File: src/rtl/cache_writeback_ctrl.sv
// cache_writeback_ctrl: miss engine that writes back a dirty victim, fetches the new line and fills the cache
module cache_writeback_ctrl #(
   parameter int TAG_W  = 9,
   parameter int SET_W  = 3,
   parameter int LINE_W = 128,
   parameter int CNT_W  = 16
) (
   input  logic              clk,
   input  logic              reset_n,
   input  logic              miss_req,
   input  logic [SET_W-1:0]  miss_set,
   input  logic [TAG_W-1:0]  miss_tag,
   input  logic              victim_way,
   input  logic              victim_dirty,
   input  logic [TAG_W-1:0]  victim_tag,
   input  logic [LINE_W-1:0] victim_line,
   input  logic              pmem_resp,
   input  logic [LINE_W-1:0] pmem_rdata,
   output logic              pmem_read,
   output logic              pmem_write,
   output logic [15:0]       pmem_address,
   output logic [LINE_W-1:0] pmem_wdata,
   output logic              fill_load,
   output logic [SET_W-1:0]  fill_set,
   output logic              fill_way,
   output logic [TAG_W-1:0]  fill_tag,
   output logic [LINE_W-1:0] fill_line,
   output logic              dirty_clear,
   output logic              busy,
   output logic              done,
   output logic [CNT_W-1:0]  miss_count,
   output logic [CNT_W-1:0]  wb_count
);
   typedef enum logic [1:0] {IDLE, WRITEBACK, FETCH, FILL} state_t;
   state_t state, state_nx;
   logic [SET_W-1:0]  set_q;
   logic [TAG_W-1:0]  tag_q, vtag_q;
   logic              way_q;
   logic [LINE_W-1:0] line_q;
   always_ff @(posedge clk or negedge reset_n)
      if (!reset_n) state <= IDLE;
      else state <= state_nx;
   always_comb begin
      state_nx = state;
      case (state)
         IDLE:      state_nx = miss_req ? (victim_dirty ? WRITEBACK : FETCH) : IDLE;
         WRITEBACK: state_nx = pmem_resp ? FETCH : WRITEBACK;
         FETCH:     state_nx = pmem_resp ? FILL : FETCH;
         default:   state_nx = IDLE;
      endcase
   end
   // line_q holds the victim line until writeback completes, then the fetched line
   always_ff @(posedge clk or negedge reset_n)
      if (!reset_n) begin
         set_q      <= '0;
         tag_q      <= '0;
         vtag_q     <= '0;
         way_q      <= 1'b0;
         line_q     <= '0;
         miss_count <= '0;
         wb_count   <= '0;
      end else begin
         if (state == IDLE && miss_req) begin
            set_q      <= miss_set;
            tag_q      <= miss_tag;
            vtag_q     <= victim_tag;
            way_q      <= victim_way;
            line_q     <= victim_line;
            miss_count <= miss_count + CNT_W'(miss_count != '1);
         end
         if (state == WRITEBACK && pmem_resp) wb_count <= wb_count + CNT_W'(wb_count != '1);
         if (state == FETCH && pmem_resp) line_q <= pmem_rdata;
      end
   always_comb begin
      pmem_write   = state == WRITEBACK;
      pmem_read    = state == FETCH;
      fill_load    = state == FILL;
      dirty_clear  = state == FILL;
      done         = state == FILL;
      busy         = state != IDLE;
      pmem_address = {(state == WRITEBACK) ? vtag_q : tag_q, set_q, 4'b0};
      pmem_wdata   = line_q;
      fill_set     = set_q;
      fill_way     = way_q;
      fill_tag     = tag_q;
      fill_line    = line_q;
   end
endmodule

File: config.mk
export PLATFORM = sky130hd
export DESIGN_NAME = cache_writeback_ctrl
export DESIGN_NICKNAME = d
export VERILOG_FILES = /design/src/rtl/cache_writeback_ctrl.sv
export SDC_FILE = /design/constraint.sdc
export NUM_CORES = 1
export LEC_CHECK = 0
export CAP_MARGIN = 20
export CORE_AREA = 2 2 238 240
export CTS_BUF_LIST = sky130_fd_sc_hd__clkbuf_16
export CTS_CLUSTER_SIZE = 14
export DETAILED_ROUTE_END_ITERATION = 10
export DIE_AREA = 0 0 240 242
export GPL_ROUTABILITY_DRIVEN = 1
export GPL_TIMING_DRIVEN = 0
export SLEW_MARGIN = 20
export SYNTH_ARGS = -nofsm -noshare
export SYNTH_HDL_FRONTEND = slang
export SYNTH_SLANG_ARGS = --single-unit
File: constraint.sdc
create_clock -name clk -period 2.9 [get_ports clk]
set_input_delay 0.58 -clock clk [delete_from_list [all_inputs] [get_ports clk]]
set_output_delay 0.58 -clock clk [all_outputs]
set_load 0.01 [all_outputs]
==> results.txt, run 1 <==
Physical implementation.

- Yosys shows that the main logic family after synthesis is multiplexers.
- The first global-routing pass estimated 59,300 um of wire.
- The later-pin clock latency in the skew report is 0.49 ns.
- The cell sequence reported for the critical path is buf_4 > nand2b_4 > buf_4 > nand2_1 > nand2_1 > clkdlybuf4s50_1.
- The launch point of the worst reg-to-reg path is miss_count[7]$_DFFE_PN0P_.
- The placed wire-length estimate is 32,300 um.
- In the floorplan report the effective utilization is 16.9%.
- The floorplan step defined a die boundary enclosing 58,100 um2.
- The flip-flop cell with the highest count after synthesis is dfrtp_1.
- The first detailed-routing pass ran for 4 iterations.
- The cell type taking the most area is non-clock buffers.
- Setup repair after global routing left no endpoint under its margin.
- The top power consumer group is combinational cells.
- The worst register-to-register path has a depth of 9.
- The number of antenna violations at the first check in global routing is 4.
- The final report lists a non-filler cell total of 2,313.
- The count of hold-fix buffers inserted at cts is 1.
- The min-delay analysis places its worst path in the category reg2reg.
- The sequential cell power is 4.81 mW.
- Per report_power, the Clock row totals 2.29 mW.
- RePlAce ended its routability-driven mode at a weighted congestion of 0.813.
- The flow ran to the end, and the final reports show no timing, DRC or antenna violations.
- Once routing completed, OpenROAD measured the worst setup slack at 0.221 ns.
- Total power normalized to cell area comes to 992 nW/um2.
- The clock sink count is 184.
- For reference, the placement row count at floorplan is 87.
- The synthesized cell area is 9450 um2.
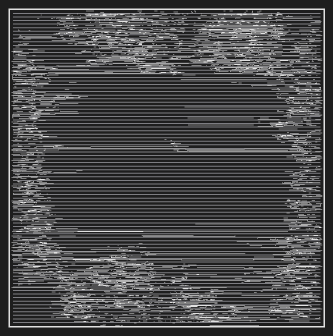
*Metal 1, run 1*
Supply wires on this layer in grey.
- main direction: horizontal
- nets with wire on the layer: 1,588
vias post-DR: 8,829
met1 layer usage reported by global route: 16.1%
Total Wirelength: 40,400 um

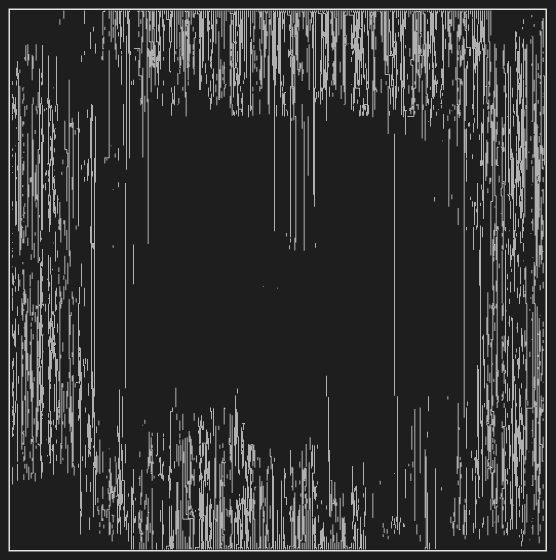
*Metal 2, run 1*
- nets with wire on the layer: 1,537
- main direction: vertical
- wire length on this layer: 20.3 mm
- longest straight run: 170 um
met2 usage: 24.1%

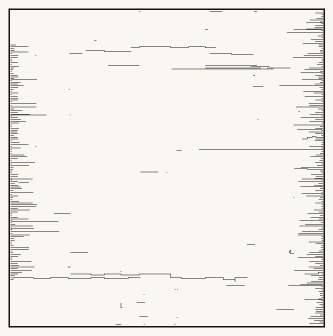
*M3 wires, run 1*
- share of all routed wire: 7.5%
- wire length on this layer: 3,030 um
- longest straight run: 94.8 um
- nets with wire on the layer: 332
- main direction: horizontal
met3 demand-to-capacity share in global routing: 4.02%

==> run 2: changes to the inputs <==
--- a/config.mk
+++ b/config.mk
@@ -13,6 +13,7 @@
 export DIE_AREA = 0 0 240 242
 export GPL_ROUTABILITY_DRIVEN = 1
 export GPL_TIMING_DRIVEN = 0
+export SETUP_SLACK_MARGIN = 0.5
 export SLEW_MARGIN = 20
 export SYNTH_ARGS = -nofsm -noshare
 export SYNTH_HDL_FRONTEND = slang
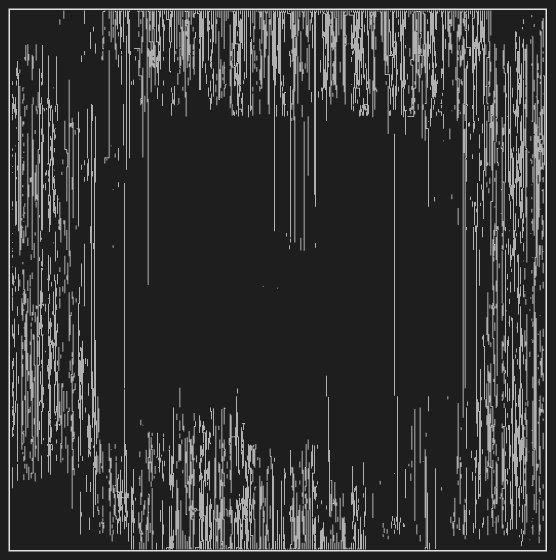
*Metal 2, run 2*
- share of all routed wire: 50%
- nets with wire on the layer: 1,545
met2 usage: 24.2%
vias post-DR: 8,889
Total Wirelength: 40,700 um

==> run 2 against run 1 <==
  * Cell count is 0.65% higher
  * Critical path depth is 2 lower
  * Clock power barely moved
  * Sequential share of layout area is 0.32 points lower
  * Clock skew fell by 0.0020 ns
  * Synthesized cell count unchanged
  * Register-to-register slack improved by 0.24 ns
  * Maximum frequency rose by 15%
  * Combinational power about the same
  * Non-clock buffer count rose by 15
  * Final area rose by 1.3%
  * Sequential power is essentially flat
  * Critical path type unchanged
  * Critical endpoint is now busy
  * Largest power group unchanged
==> results.txt, run 2 <==
Physical implementation.

- The run finished with clean final reports.
- The synthesized cell area is 9450 um2 (unchanged).
- The power per cell area came to 992 nW/um2 (about the same).
- The global-route wire length before repair is 59,400 um (+0.28%).
- Looking at the reg2reg group, the worst path starts from wb_count[8]$_DFFE_PN0P_.
- The later-pin clock latency in the skew report is 0.49 ns (about the same).
- The clock sink count is 184 (unchanged).
- The count of hold-fix buffers inserted at cts was 1 (unchanged).
- The count of placed standard cells in the final layout, fillers left out is 2,328 (+0.65%).
- The total number of placement rows is 87 (unchanged).
- Setup repair after global routing could not meet its margin everywhere.
- The placed wire-length estimate came to 32,300 um (unchanged).
- The biggest slice of the total power is consumed by combinational cells.
- The main logic family after synthesis is multiplexers.
- The met1 track demand over resource is 16.1% (-0.035 points).
- In the synthesized netlist the dominant register cell turns out to be dfrtp_1.
- The clock network power is 2.29 mW (about the same).
- The floorplan-stage core utilization was 16.9% (unchanged).
- In this run the critical path is formed by buf_6 > buf_4 > or2_2 > dlygate4sd2_1.
- The sequential cell power is 4.82 mW (about the same).
- The routability congestion estimate from global placement was 0.813 (unchanged).
- The number of cell instances on the worst register-to-register path was 9 (unchanged).
- The minimum setup slack in the final design came to 0.566 ns (+0.345 ns).
- The number of antenna violations at the first check in global routing came to 4 (unchanged).
- The met3 capacity usage during global routing is 4.02% (unchanged).
- The area of the die is 58,100 um2 (unchanged).
==> run 3: changes to the inputs <==
==> constraint.sdc (replaced) <==
create_clock -name clk -period 2.26 [get_ports clk]
set_input_delay 0.452 -clock clk [delete_from_list [all_inputs] [get_ports clk]]
set_output_delay 0.452 -clock clk [all_outputs]
set_load 0.01 [all_outputs]
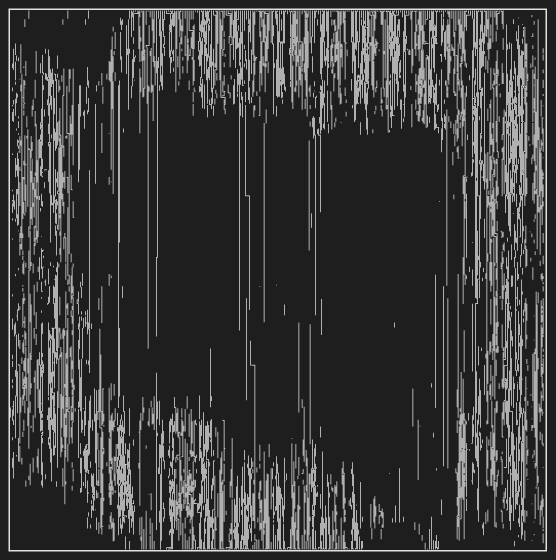
*Metal 2, run 3*
vias post-DR: 9,791
met2 usage: 26.9%

==> run 3 against run 2 <==
  * Register-to-register slack lost 0.47 ns
  * Synthesized area is the same
  * First-iteration DRC count grew 17%
  * Critical path depth grew 4
  * Die size is the same
  * Clock-buffer cell count is the same
  * Synthesized cell count is the same
  * Power grew 49%
  * Non-clock buffer count grew 169
  * Sequential share of layout area shrank 4.1 points
  * Critical endpoint is now pmem_address[8]
  * Largest cell class unchanged
  * Largest power group unchanged
==> results.txt, run 3 <==
Physical implementation.

- The run finished with clean final reports.
- Post-synth the commonest register cell is dfrtp_1.
- The top power consumer group is combinational cells.
- The sequential cell power is 6.14 mW (+27%).
- The clock network power came to 3.05 mW (+33%).
- The floorplan-stage core utilization is 16.9% (unchanged).
- The area of the die is 58,100 um2 (unchanged).
- Setup repair after global routing could not meet its margin everywhere.
- In this run the critical path is formed by buf_6 > nand2b_4 > buf_8 > inv_8 > buf_8 > nand2_2 > nand2_2 > buf_6.
- The global-route wire length before repair is 63,400 um (+6.6%).
- The count of hold-fix buffers inserted at cts was 1 (unchanged).
- The placed wire-length estimate is 33,000 um (+2.3%).
- The synthesized cell area is 9450 um2 (unchanged).
- The clock sink count is 184 (unchanged).
- The minimum setup slack in the final design is 0.133 ns (-0.433 ns).
- The total detailed-routing wirelength is 47,200 um (+16%).
- The routability congestion estimate from global placement is 0.814 (about the same).
- The met3 capacity usage during global routing is 4.41% (+0.39 points).
- The power per cell area is 1240 nW/um2 (+25%).
- The count of placed standard cells in the final layout, fillers left out is 2,496 (+7.2%).
Power figures rest on the tool's default switching activity, not on a simulated workload.
